$ cat src/rtl/vga_image_scanner.sv
// 640x480@60 raster scanner: fetches image bytes over the GPU read port and
// shows the encrypted and decrypted images side by side as grayscale.
module vga_image_scanner #(
  parameter int unsigned IMG_W    = 256,
  parameter int unsigned IMG_H    = 256,
  parameter int unsigned X0       = 32,
  parameter int unsigned X1       = 352,
  parameter int unsigned Y0       = 112,
  parameter int unsigned RD_LAT   = 1,
  parameter logic [7:0]  BG_COLOR = 8'h20
) (
  input  logic        clk,
  input  logic        rst_n,
  input  logic        enable,
  output logic [31:0] gpu_address,
  input  logic [7:0]  encrypted_gpu,
  input  logic [7:0]  decrypted_gpu,
  output logic        vga_hsync,
  output logic        vga_vsync,
  output logic        vga_blank_n,
  output logic [7:0]  vga_r,
  output logic [7:0]  vga_g,
  output logic [7:0]  vga_b,
  output logic        frame_start
);

  localparam int unsigned PIPE = 2 + RD_LAT;
  localparam int unsigned SH   = $clog2(IMG_W);

  typedef enum logic [1:0] {RG_BLANK, RG_BG, RG_ENC, RG_DEC} region_e;

  typedef struct packed {
    logic    hs;
    logic    vs;
    logic    vis;
    logic    fs;
    logic    en;
    region_e rg;
  } ctl_t;

  localparam ctl_t CTL_RST = '{hs: 1'b1, vs: 1'b1, vis: 1'b0, fs: 1'b0,
                               en: 1'b0, rg: RG_BLANK};

  logic [9:0]  h_q, h_d, v_q, v_d;
  logic        enable_q, enable_d;
  logic [31:0] dy, dx_enc, dx_dec;
  logic        in_y, in_enc, in_dec;
  logic [31:0] addr_q, addr_d;
  ctl_t        ctl_d;
  ctl_t        ctl_q [PIPE-1];
  logic [7:0]  gray_q, gray_d;
  logic        hs_q, vs_q, vis_q, fs_q;

  // Raster counters; enable is only taken at the last pixel of the frame
  always_comb begin
    h_d      = (h_q == 10'd799) ? 10'd0 : h_q + 10'd1;
    v_d      = v_q;
    enable_d = enable_q;
    if (h_q == 10'd799) begin
      v_d = (v_q == 10'd524) ? 10'd0 : v_q + 10'd1;
      if (v_q == 10'd524) enable_d = enable;
    end
  end

  // Stage A: region decode and address. Out-of-range offsets wrap to huge
  // unsigned values, so a single compare covers both bounds.
  always_comb begin
    dy     = 32'(v_q) - Y0;
    dx_enc = 32'(h_q) - X0;
    dx_dec = 32'(h_q) - X1;
    in_y   = dy < IMG_H;
    in_enc = in_y && (dx_enc < IMG_W);
    in_dec = in_y && (dx_dec < IMG_W);

    ctl_d     = CTL_RST;
    ctl_d.vis = (h_q < 10'd640) && (v_q < 10'd480);
    ctl_d.hs  = !((h_q >= 10'd656) && (h_q < 10'd752));
    ctl_d.vs  = !((v_q >= 10'd490) && (v_q < 10'd492));
    ctl_d.fs  = (h_q == 10'd0) && (v_q == 10'd0);
    ctl_d.en  = enable_q;
    addr_d    = '0;
    if (!ctl_d.vis) begin
      ctl_d.rg = RG_BLANK;
    end else if (in_enc) begin
      ctl_d.rg = RG_ENC;
      addr_d   = (dy << SH) + dx_enc;
    end else if (in_dec) begin
      ctl_d.rg = RG_DEC;
      addr_d   = (dy << SH) + dx_dec;
    end else begin
      ctl_d.rg = RG_BG;
    end
  end

  // Output stage: ctl_q[PIPE-2] lines up with the memory data returning
  always_comb begin
    gray_d = 8'h00;
    unique case (ctl_q[PIPE-2].rg)
      RG_ENC:  gray_d = encrypted_gpu;
      RG_DEC:  gray_d = decrypted_gpu;
      RG_BG:   gray_d = BG_COLOR;
      default: gray_d = 8'h00;
    endcase
    if (!ctl_q[PIPE-2].en) gray_d = 8'h00;
  end

  always_ff @(posedge clk or negedge rst_n) begin
    if (!rst_n) begin
      h_q      <= '0;
      v_q      <= '0;
      enable_q <= 1'b0;
      addr_q   <= '0;
      for (int i = 0; i < PIPE - 1; i++) ctl_q[i] <= CTL_RST;
      gray_q   <= '0;
      hs_q     <= 1'b1;
      vs_q     <= 1'b1;
      vis_q    <= 1'b0;
      fs_q     <= 1'b0;
    end else begin
      h_q      <= h_d;
      v_q      <= v_d;
      enable_q <= enable_d;
      addr_q   <= addr_d;
      ctl_q[0] <= ctl_d;
      for (int i = 1; i < PIPE - 1; i++) ctl_q[i] <= ctl_q[i-1];
      gray_q   <= gray_d;
      hs_q     <= ctl_q[PIPE-2].hs;
      vs_q     <= ctl_q[PIPE-2].vs;
      vis_q    <= ctl_q[PIPE-2].vis;
      fs_q     <= ctl_q[PIPE-2].fs;
    end
  end

  assign gpu_address = addr_q;
  assign vga_hsync   = hs_q;
  assign vga_vsync   = vs_q;
  assign vga_blank_n = vis_q;
  assign vga_r       = gray_q;
  assign vga_g       = gray_q;
  assign vga_b       = gray_q;
  assign frame_start = fs_q;

endmodule

$ cat config.mk
export PLATFORM = sky130hd
export DESIGN_NAME = vga_image_scanner
export DESIGN_NICKNAME = d
export VERILOG_FILES = /design/src/rtl/vga_image_scanner.sv
export SDC_FILE = /design/constraint.sdc
export NUM_CORES = 1
export LEC_CHECK = 0
export CORE_ASPECT_RATIO = 0.8
export CORE_MARGIN = 3
export CORE_UTILIZATION = 40
export DETAILED_ROUTE_END_ITERATION = 16
export GPL_TIMING_DRIVEN = 1
export PLACE_DENSITY_LB_ADDON = 0.05
export SLEW_MARGIN = 20
export SYNTH_ARGS = -nofsm -noshare
export SYNTH_HDL_FRONTEND = slang
export SYNTH_SLANG_ARGS = --single-unit
$ cat constraint.sdc
create_clock -name clk -period 2.45 [get_ports clk]
set_input_delay 0.3675 -clock clk [delete_from_list [all_inputs] [get_ports clk]]
set_output_delay 0.3675 -clock clk [all_outputs]
set_load 0.005 [all_outputs]
==> flow_summary.ini <==
; synthesis and place-and-route metrics
[logic_synthesis]
synthDominantAreaCellType = sky130_fd_sc_hd__dfrtp_1
enable_flop_cells = 0
synth.yosys.num_cells = 407
ys.flop_type = sky130_fd_sc_hd__dfrtp_1
netlist.area_leader.share_pct = 38.4
synthMostInstantiatedCell = sky130_fd_sc_hd__dfrtp_1
synthTopCellsByCount = 61 x sky130_fd_sc_hd__dfrtp_1, 38 x sky130_fd_sc_hd__nor2_1, 33 x sky130_fd_sc_hd__buf_4

[pwr]
post-layout-total-power_w = 0.00247
power.clock.fraction_pct = 52.3
net-switching-power_w = 0.000477
internal_power_w = 0.00199
irDropWorstVdd_mv = 0.319

[final_timing]
worst_pin_slew_ns = 0.603
finalCriticalPeriod_ns = 2.43
finalHoldViolCount = 0
setup_violations = 0
worst_clock_skew_ns = 0.00676
rsz0062_at_grt = yes

[worst_setup_path]
path_common_cell = sky130_fd_sc_hd__buf_6
worst-endpoint-arrival_ns = 2.64
critical_path.max_fanout = 5
timing.reg2reg.worst_path_depth = 13
worstSetupStartpoint = h_q[6]
worst-setup-path-type = register to register
crit_path_cell_trace = buf_6, inv_4, ha_4, nand3_4, xnor2_2, ha_1, a21oi_2, buf_6, and2b_1, mux2i_1, xnor2_1, a22oi_1, nor2_1
timing.critical_path.buf_inv = 3

[route]
ant_nets = 0

[floorplan]
fp_util_pct = 42.6
chip_area_sq_um = 11200
die.size.y_um = 95.2

[finish]
syn2layout_area_growth_pct = 41.1
layout.cell_area.non_filler_sq_um = 5610
num-fill-cells = 799
nNetsFinal = 560

[placement]
post-dp-hpwl_mm = 7.05

[cts]
cts.repair.resized = 19
clk-insertion-delay-late_ns = 0.33

[worst_hold_path]
min-delay-path-class = input port to async pin

[run]
drv_cap = 0

[grt]
grt_max_degree = 68

[run_status]
outcome = finished clean
## logic make-up after synthesis
family	Yosys count	share of synthesized area, %
AND/OR/NAND/NOR	127	16.8
AND-OR/OR-AND	80	12.9
XOR/XNOR	31	6.82
flip-flops	67	42.3
adder cells (fa/ha/maj)	25	8.24
multiplexers	12	3.05
buffers and inverters	65	9.87
## worst max path at each step
| stage | endpoint | depth (start not counted) |
|---|---|---|
| CTS | gpu_address[16] | 7 |
| detailed placement | gpu_address[16] | 11 |
| global route | gpu_address[11] | 13 |
| floorplan | gpu_address[15] | 10 |
| finish | gpu_address[11] | 13 |
| global placement | gpu_address[16] | 11 |
## cell type report
cell class,instances,area (sq um),share of cell area [%]
flip-flops and latches,67,1690,30.1
repair buffers,143,1290,22.9
multi-input cells,275,2090,37.2
inverters,20,86.3,1.54
well taps,132,165,2.94
clock inverters,2,35.0,0.624
clock buffers,14,264,4.70
## per-layer routing
metal  GRT usage, %  share of wire, %  vias up
li1               -                 -     1597
met1           24.3                49     1567
met2           27.4                43      106
met3           5.34               6.4       13
met4           5.56               1.5        0
met5              0                 0        -
## power by group through the flow
stage | logic (W) | registers, W | clock network (W)
2_1_floorplan | 0.00000752 | 0.00113 | 0
3_3_place_gp | 0.0000644 | 0.00113 | 0
3_5_place_dp | 0.0000647 | 0.00113 | 0
4_1_cts | 0.0000649 | 0.00111 | 0.00132
5_1_grt | 0.0000696 | 0.00111 | 0.00136
6_report | 0.0000623 | 0.00111 | 0.00129
## flip-flops by register name, indices dropped and copies added, names as in the netlist, 8 cells and up
register / cells
ctl_q: 14
gpu_address: 20
h_q: 10
v_q: 10
vga_b: 8
m2.png
Drawn at 2 px/um.
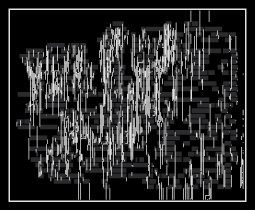
The layer carries 4220 um of wire. The wires run mostly vertical. The longest straight run is 38.4 um. 466 nets have wire on it. The layer holds 43% of the routed length.

gates.png
Drawn at 4 px/um.
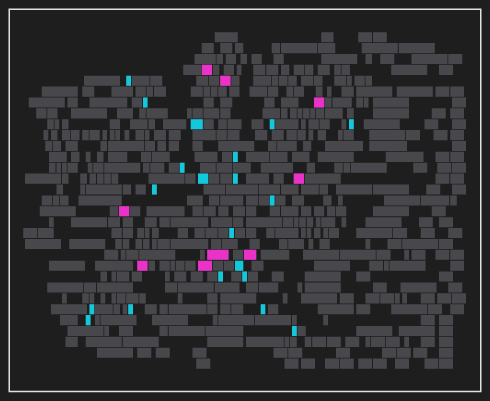
inv cells: shown in cyan, cells 20. non-inverting ao/oa cells: shown in magenta, cells 9.

m3.png
Drawn at 2 px/um.
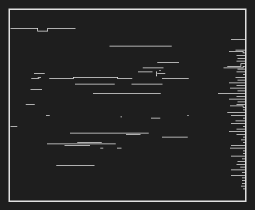
The layer carries 620 um of wire. The layer holds 6.4% of the routed length. The wires run mostly horizontal. The longest straight run is 39.1 um.
met3 track demand over resource in global routing: 5.34%
final routed wirelength across all metal layers: 9.71 mm
via count of the routed design: 3283

Power and IR drop assume default switching activity.
